### config.mk
export PLATFORM = sky130hd
export DESIGN_NAME = wb_arbiter
export DESIGN_NICKNAME = d
export VERILOG_FILES = /design/src/rtl/wb_arbiter_pkg.sv /design/src/rtl/wb_fifo.sv /design/src/rtl/wb_arbiter.sv
export SDC_FILE = /design/constraint.sdc
export NUM_CORES = 1
export LEC_CHECK = 0
export ABC_CLOCK_PERIOD_IN_PS = 4150
export CAP_MARGIN = 20
export CORE_MARGIN = 1
export CORE_UTILIZATION = 47
export CTS_CLUSTER_SIZE = 10
export DETAILED_ROUTE_END_ITERATION = 12
export GPL_TIMING_DRIVEN = 1
export PLACE_DENSITY = 0.72
export SYNTH_ARGS = -nofsm -noshare
export SYNTH_HDL_FRONTEND = slang
export SYNTH_SLANG_ARGS = --single-unit
### constraint.sdc
create_clock -name clk -period 4.15 [get_ports clk]
set_input_delay 1.0375 -clock clk [delete_from_list [all_inputs] [get_ports clk]]
set_output_delay 1.0375 -clock clk [all_outputs]
set_load 0.02 [all_outputs]
### src/rtl/wb_arbiter_pkg.sv
// Shared types for the register-file write-back arbiter and its ALU result buffer.
package wb_arbiter_pkg;

    localparam int unsigned WB_XLEN = 32;
    localparam int unsigned RD_W    = 5;

    typedef enum logic [2:0] {
        WB_NONE,
        WB_STARVE,
        WB_LSU,
        WB_FIFO,
        WB_ALU
    } wb_src_e;

    typedef struct packed {
        logic [RD_W-1:0]    rd;
        logic [WB_XLEN-1:0] data;
    } wb_entry_t;

endpackage

### src/rtl/wb_fifo.sv
// Circular buffer of pending ALU write-backs; exposes per-entry valid/rd for the pending bitmap.
module wb_fifo
    import wb_arbiter_pkg::*;
#(
    parameter int unsigned DEPTH = 4
) (
    input  logic                           clk,
    input  logic                           rst_n,
    input  logic                           i_push,
    input  wb_entry_t                      i_din,
    input  logic                           i_pop,
    output logic                           o_full,
    output logic                           o_empty,
    output logic [$clog2(DEPTH):0]         o_count,
    output wb_entry_t                      o_head,
    output logic [DEPTH-1:0]               o_valid,
    output logic [DEPTH-1:0][RD_W-1:0]     o_rd
);

    localparam int unsigned PW = $clog2(DEPTH);
    localparam int unsigned CW = PW + 1;

    wb_entry_t         r_mem [DEPTH];
    logic [PW-1:0]     r_rd_ptr;
    logic [PW-1:0]     r_wr_ptr;
    logic [CW-1:0]     r_count;
    logic              w_push;
    logic              w_pop;

    assign o_full  = (r_count == CW'(DEPTH));
    assign o_empty = (r_count == '0);
    assign o_count = r_count;
    assign o_head  = r_mem[r_rd_ptr];

    // A pop frees a slot in the same cycle, so push is legal when full only alongside a pop.
    assign w_pop  = i_pop && !o_empty;
    assign w_push = i_push && (!o_full || w_pop);

    always_ff @(posedge clk or negedge rst_n) begin
        if (!rst_n) begin
            r_rd_ptr <= '0;
            r_wr_ptr <= '0;
            r_count  <= '0;
        end else begin
            if (w_push) r_wr_ptr <= r_wr_ptr + PW'(1);
            if (w_pop)  r_rd_ptr <= r_rd_ptr + PW'(1);
            case ({w_push, w_pop})
                2'b10:   r_count <= r_count + CW'(1);
                2'b01:   r_count <= r_count - CW'(1);
                default: r_count <= r_count;
            endcase
        end
    end

    always_ff @(posedge clk) begin
        if (w_push) r_mem[r_wr_ptr] <= i_din;
    end

    for (genvar g = 0; g < DEPTH; g++) begin : g_ent
        logic [PW-1:0] w_off;
        assign w_off      = PW'(g) - r_rd_ptr;
        assign o_valid[g] = ({1'b0, w_off} < r_count);
        assign o_rd[g]    = r_mem[g].rd;
    end

endmodule

### src/rtl/wb_arbiter.sv
// Register-file write port arbiter: LSU load returns win over buffered/bypassed ALU results,
// with an age counter that forces the LSU to yield once the buffered head has waited too long.
module wb_arbiter
    import wb_arbiter_pkg::*;
#(
    parameter int unsigned XLEN       = WB_XLEN,
    parameter int unsigned FIFO_DEPTH = 4,
    parameter int unsigned MAX_WAIT   = 8
) (
    input  logic             clk,
    input  logic             rst_n,
    input  logic             alu_valid,
    output logic             alu_ready,
    input  logic [4:0]       alu_rd,
    input  logic [XLEN-1:0]  alu_data,
    input  logic             lsu_valid,
    output logic             lsu_ready,
    input  logic [4:0]       lsu_rd,
    input  logic [XLEN-1:0]  lsu_data,
    output logic             wb_valid,
    output logic [4:0]       wb_rd,
    output logic [XLEN-1:0]  wb_data,
    output logic [31:0]      pending
);

    localparam int unsigned CW = $clog2(FIFO_DEPTH) + 1;
    localparam int unsigned AW = $clog2(MAX_WAIT + 1);

    logic                            w_full;
    logic                            w_empty;
    logic [CW-1:0]                   w_count;
    wb_entry_t                       w_head;
    wb_entry_t                       w_alu_entry;
    logic [FIFO_DEPTH-1:0]           w_ent_valid;
    logic [FIFO_DEPTH-1:0][RD_W-1:0] w_ent_rd;

    logic [AW-1:0]   r_age;
    logic            r_wb_valid;
    logic [4:0]      r_wb_rd;
    logic [XLEN-1:0] r_wb_data;

    logic            w_starve;
    logic            w_alu_live;
    logic            w_lsu_live;
    logic            w_push;
    logic            w_pop;
    wb_src_e         w_src;
    logic [4:0]      w_wb_rd;
    logic [XLEN-1:0] w_wb_data;
    logic [31:0]     w_pending;

    assign w_starve  = (r_age == AW'(MAX_WAIT)) && !w_empty;
    assign lsu_ready = !w_starve;
    assign alu_ready = (w_count < CW'(FIFO_DEPTH));

    // x0 results complete the handshake but never occupy the write slot or the buffer.
    assign w_alu_live = alu_valid && alu_ready && (alu_rd != 5'd0);
    assign w_lsu_live = lsu_valid && lsu_ready && (lsu_rd != 5'd0);

    assign w_alu_entry.rd   = alu_rd;
    assign w_alu_entry.data = WB_XLEN'(alu_data);

    // Priority select of the single write slot.
    always_comb begin
        w_src     = WB_NONE;
        w_pop     = 1'b0;
        w_wb_rd   = 5'd0;
        w_wb_data = '0;
        if (w_starve) begin
            w_src     = WB_STARVE;
            w_pop     = 1'b1;
            w_wb_rd   = w_head.rd;
            w_wb_data = XLEN'(w_head.data);
        end else if (w_lsu_live) begin
            w_src     = WB_LSU;
            w_wb_rd   = lsu_rd;
            w_wb_data = lsu_data;
        end else if (!w_empty) begin
            w_src     = WB_FIFO;
            w_pop     = 1'b1;
            w_wb_rd   = w_head.rd;
            w_wb_data = XLEN'(w_head.data);
        end else if (w_alu_live) begin
            w_src     = WB_ALU;
            w_wb_rd   = alu_rd;
            w_wb_data = alu_data;
        end
    end

    assign w_push = w_alu_live && (w_src != WB_ALU) && !w_full;

    wb_fifo #(
        .DEPTH (FIFO_DEPTH)
    ) u_fifo (
        .clk     (clk),
        .rst_n   (rst_n),
        .i_push  (w_push),
        .i_din   (w_alu_entry),
        .i_pop   (w_pop),
        .o_full  (w_full),
        .o_empty (w_empty),
        .o_count (w_count),
        .o_head  (w_head),
        .o_valid (w_ent_valid),
        .o_rd    (w_ent_rd)
    );

    always_comb begin
        w_pending = '0;
        for (int i = 0; i < int'(FIFO_DEPTH); i++) begin
            if (w_ent_valid[i]) w_pending[w_ent_rd[i]] = 1'b1;
        end
    end
    assign pending = w_pending;

    always_ff @(posedge clk or negedge rst_n) begin
        if (!rst_n) begin
            r_age <= '0;
        end else if (w_empty || w_pop) begin
            r_age <= '0;
        end else if (r_age != AW'(MAX_WAIT)) begin
            r_age <= r_age + AW'(1);
        end
    end

    always_ff @(posedge clk or negedge rst_n) begin
        if (!rst_n) begin
            r_wb_valid <= 1'b0;
            r_wb_rd    <= 5'd0;
            r_wb_data  <= '0;
        end else begin
            r_wb_valid <= (w_src != WB_NONE);
            if (w_src != WB_NONE) begin
                r_wb_rd   <= w_wb_rd;
                r_wb_data <= w_wb_data;
            end
        end
    end

    assign wb_valid = r_wb_valid;
    assign wb_rd    = r_wb_rd;
    assign wb_data  = r_wb_data;

endmodule

==> flow_summary.ini <==
; synthesis and place-and-route metrics
[synth]
ff_type = edfxtp_1
syn_area_sq_um = 10200
yosys.area_share.xor_xnor_pct = 0.772
simple_gate_area_share_pct = 13.7
yosys.cell_types.count = 56
top_logic_kind = AND-OR/OR-AND gates
synth.largest_area_cell = edfxtp_1
compound_area_share_pct = 15.0
synth-edff-count = 148
mux_share_pct = 8.47
area_leaders = edfxtp_1 44%, dfrtp_1 12%, mux4_2 8.2%, o2111ai_1 5.5%, nand4_1 3.4%
ys_sh_adder_pct = 1.54
yosys_cells = 793
syn-mean-instance-area_sq_um = 12.9
synth_seq_share_pct = 55.6
synth-async-reset-ratio_pct = 24.9
fp_nets = 883

[placement]
dpl.cell_count = 1156
preCtsSetupSlack_ns = 0.373
port_buffers = 149

[pwr]
power_density_nw_per_um2 = 628
power.total_uw = 7860
leakage_uw = 0.00420
peakVddDrop_uv = 406

[min_path]
hp-class = in -> async

[final_layout]
comb_area_sq_um = 4070
largest_register = u_fifo.r_mem
drive_gt1_share_pct = 13.0
largest_reg_flops = 148
synthToLayoutAreaGrowth_pct = 22.8

[clocking]
cts_tree = done
clock-sinks = 197
post-cts-setup-buffer-count = 0
clockRootBuffer = clkbuf_16
path_clk_slew_ns = 0.07
cts_htree_levels = 4
cts_buffers = 17

[detailed_routing]
wirelength_microns = 28500
drc = 0
vias_per_cell = 6.77
ant_nets = 0
wl_per_cell_microns = 24.0
route.vias.total = 8049
firstDrtPassIters = 7

[final_timing]
rsz0062_at_grt = no
slew_viol_final = 0
setup_viol = 0
hold_viol_final = 0
slew_headroom_pct = 29.1
finalClockSkew_ns = 0.00984
max_clock_freq_ghz = 0.249
worst_slack_ns = 0.133

[worst_setup_path]
worstPathRequired_ns = 3.11
cp-start-kind = flop
path_class = reg -> out
worstPathArrival_ns = 2.98
critPathCaptureType = output pin

[global_routing]
grt_max_degree = 65
antenna_found_initial = 0
grt.total_usage_pct = 26.2

[status]
status = completed

[die]
die_area_sq_um = 22300
std_cell_rows = 53

[job]
tool_warnings = 31
path summary, 6_finish.rpt:
path	start	endpoint	slack (ns)	cells after the start
setup / recovery	u_fifo.o_count[1]	pending[8]	0.13	8
hold / removal	rst_n	wb_data[25]	0.45	1
setup reg to reg	r_age[0]	wb_data[4]	1.54	7
hold reg to reg	r_age[0]	r_age[0]	0.49	1
max in group asynchronous	rst_n	wb_data[13]	3.00	3
min in group clk	r_age[0]	r_age[0]	0.49	1
report_power, final:
group | switching (uW) | internal, uW | leakage, uW
registers | 238 | 2530 | 0.00191
clock network | 706 | 885 | 0.000273
logic | 2110 | 1400 | 0.00202
total | 3050 | 4810 | 0.00420
per-layer routing:
metal  wire, microns  part of all wire, %  track usage, %
met1           12000                   42            36.9
met2           13400                   47            40.2
met3            2440                  8.6            5.32
met4             690                  2.4            9.64
met5               0                    0               0
layout make-up:
| class | instances | area share (%) |
|---|---|---|
| Inverter | 27 | 0.809 |
| Timing Repair Buffer | 181 | 14.2 |
| Clock buffer | 19 | 3.46 |
| Tap cell | 275 | 2.75 |
| Multi-Input combinational cell | 477 | 32.5 |
| Clock inverter | 13 | 1.06 |
| Sequential cell | 197 | 45.3 |
critical path, cell delays in order, from the launching register on:
cell and delay (ns):
dfrtp_2 0.46, inv_2 0.13, ha_1 0.25, a21boi_0 0.16, o21ai_2 0.16, buf_4 0.22, or4bb_1 0.49, nand4_1 0.10
clkdlybuf4s50_1 0.60
cell families (layout without fill, tap and decap cells):
group                    after synthesis  after routing
AND/OR/NAND/NOR                      220            220
multiplexers                          40             40
AND-OR/OR-AND                        196            196
buffers and inverters                119            240
adder cells (fa/ha/maj)               12             12
XOR/XNOR                               9              9
flip-flops                           197            197
what timing repair did:
item                       in CTS  in global routing
cloned                          0                  0
hold buffers                    0                  0
resized                         3                  5
setup endpoints to repair       3                 22
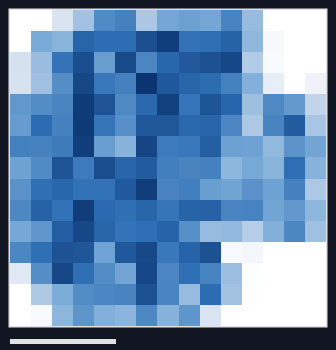
(images/util_map.png)
Bar = 50 microns. 15 x 15 tiles, from white (low) to dark blue (high), 0 to 100% covered.
emptiest ninth of the die = south-east
mean over tiles = 55%
tiles over 75% full = 28%
FP Util: 48.2%
core region area: 21,200 sq um
final core occ: 59.2%

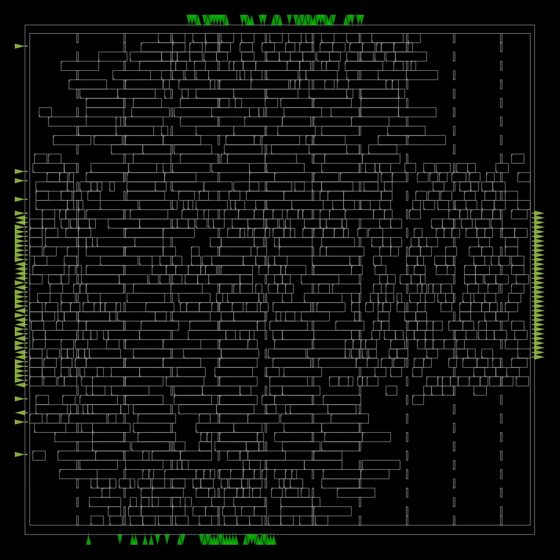
(images/placed.png)
Cell Count, Final, Fillers Out: 1,189
Tap Cells: 275
fill cell count: 1,598
sequential share of cell area: 45.3%

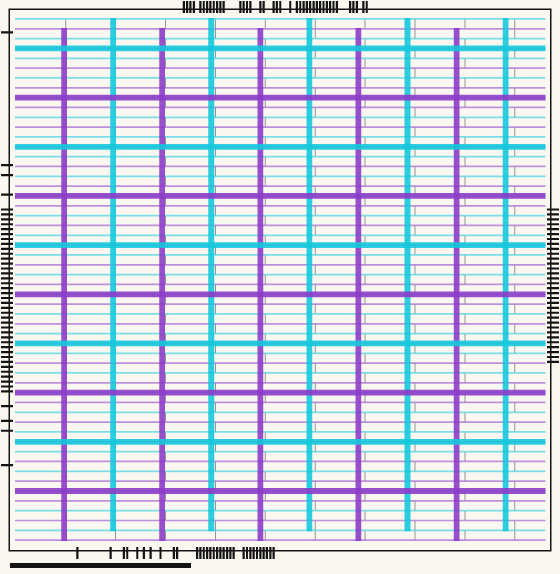
(images/floorplan.png)
Bar = 50 microns. Pins as bars on the die edge. Tap cells in grey.
purple -> VSS
cyan -> VDD
signal pins = 150
rows = 53
die height: 149 microns
Chip Width: 149 microns

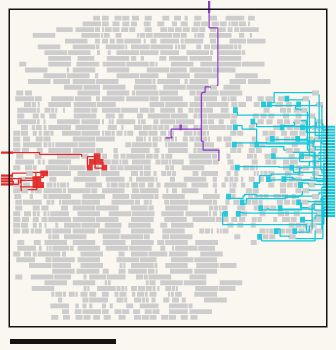
(images/port_trees.png)
Bar = 50 microns.
red -> `lsu_rd`  # direction input, end cells 10, buffers 5, wire 132 microns
cyan -> `pending`  # direction output, end cells 32, buffers 32, wire 1,020 microns
purple -> `alu_ready`  # direction output, end cells 1, buffers 1, wire 110 microns

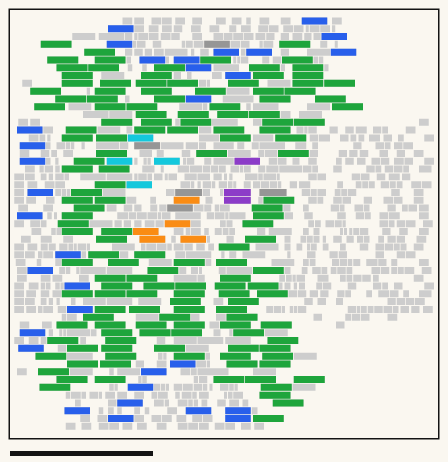
(images/ff_map.png)
Bar = 50 microns. Other sequential cells in the stronger grey, the rest of the logic in the fainter grey.
green -> `u_fifo.r_mem`  # sequential cells 148
orange -> `wb_rd`  # sequential cells 5, where centre
purple -> `u_fifo.o_count`  # sequential cells 3
blue -> `wb_data`  # sequential cells 32
cyan -> `r_age`  # sequential cells 4
not coloured = 5

No activity file was given, so power comes from the tool's default toggle rates.
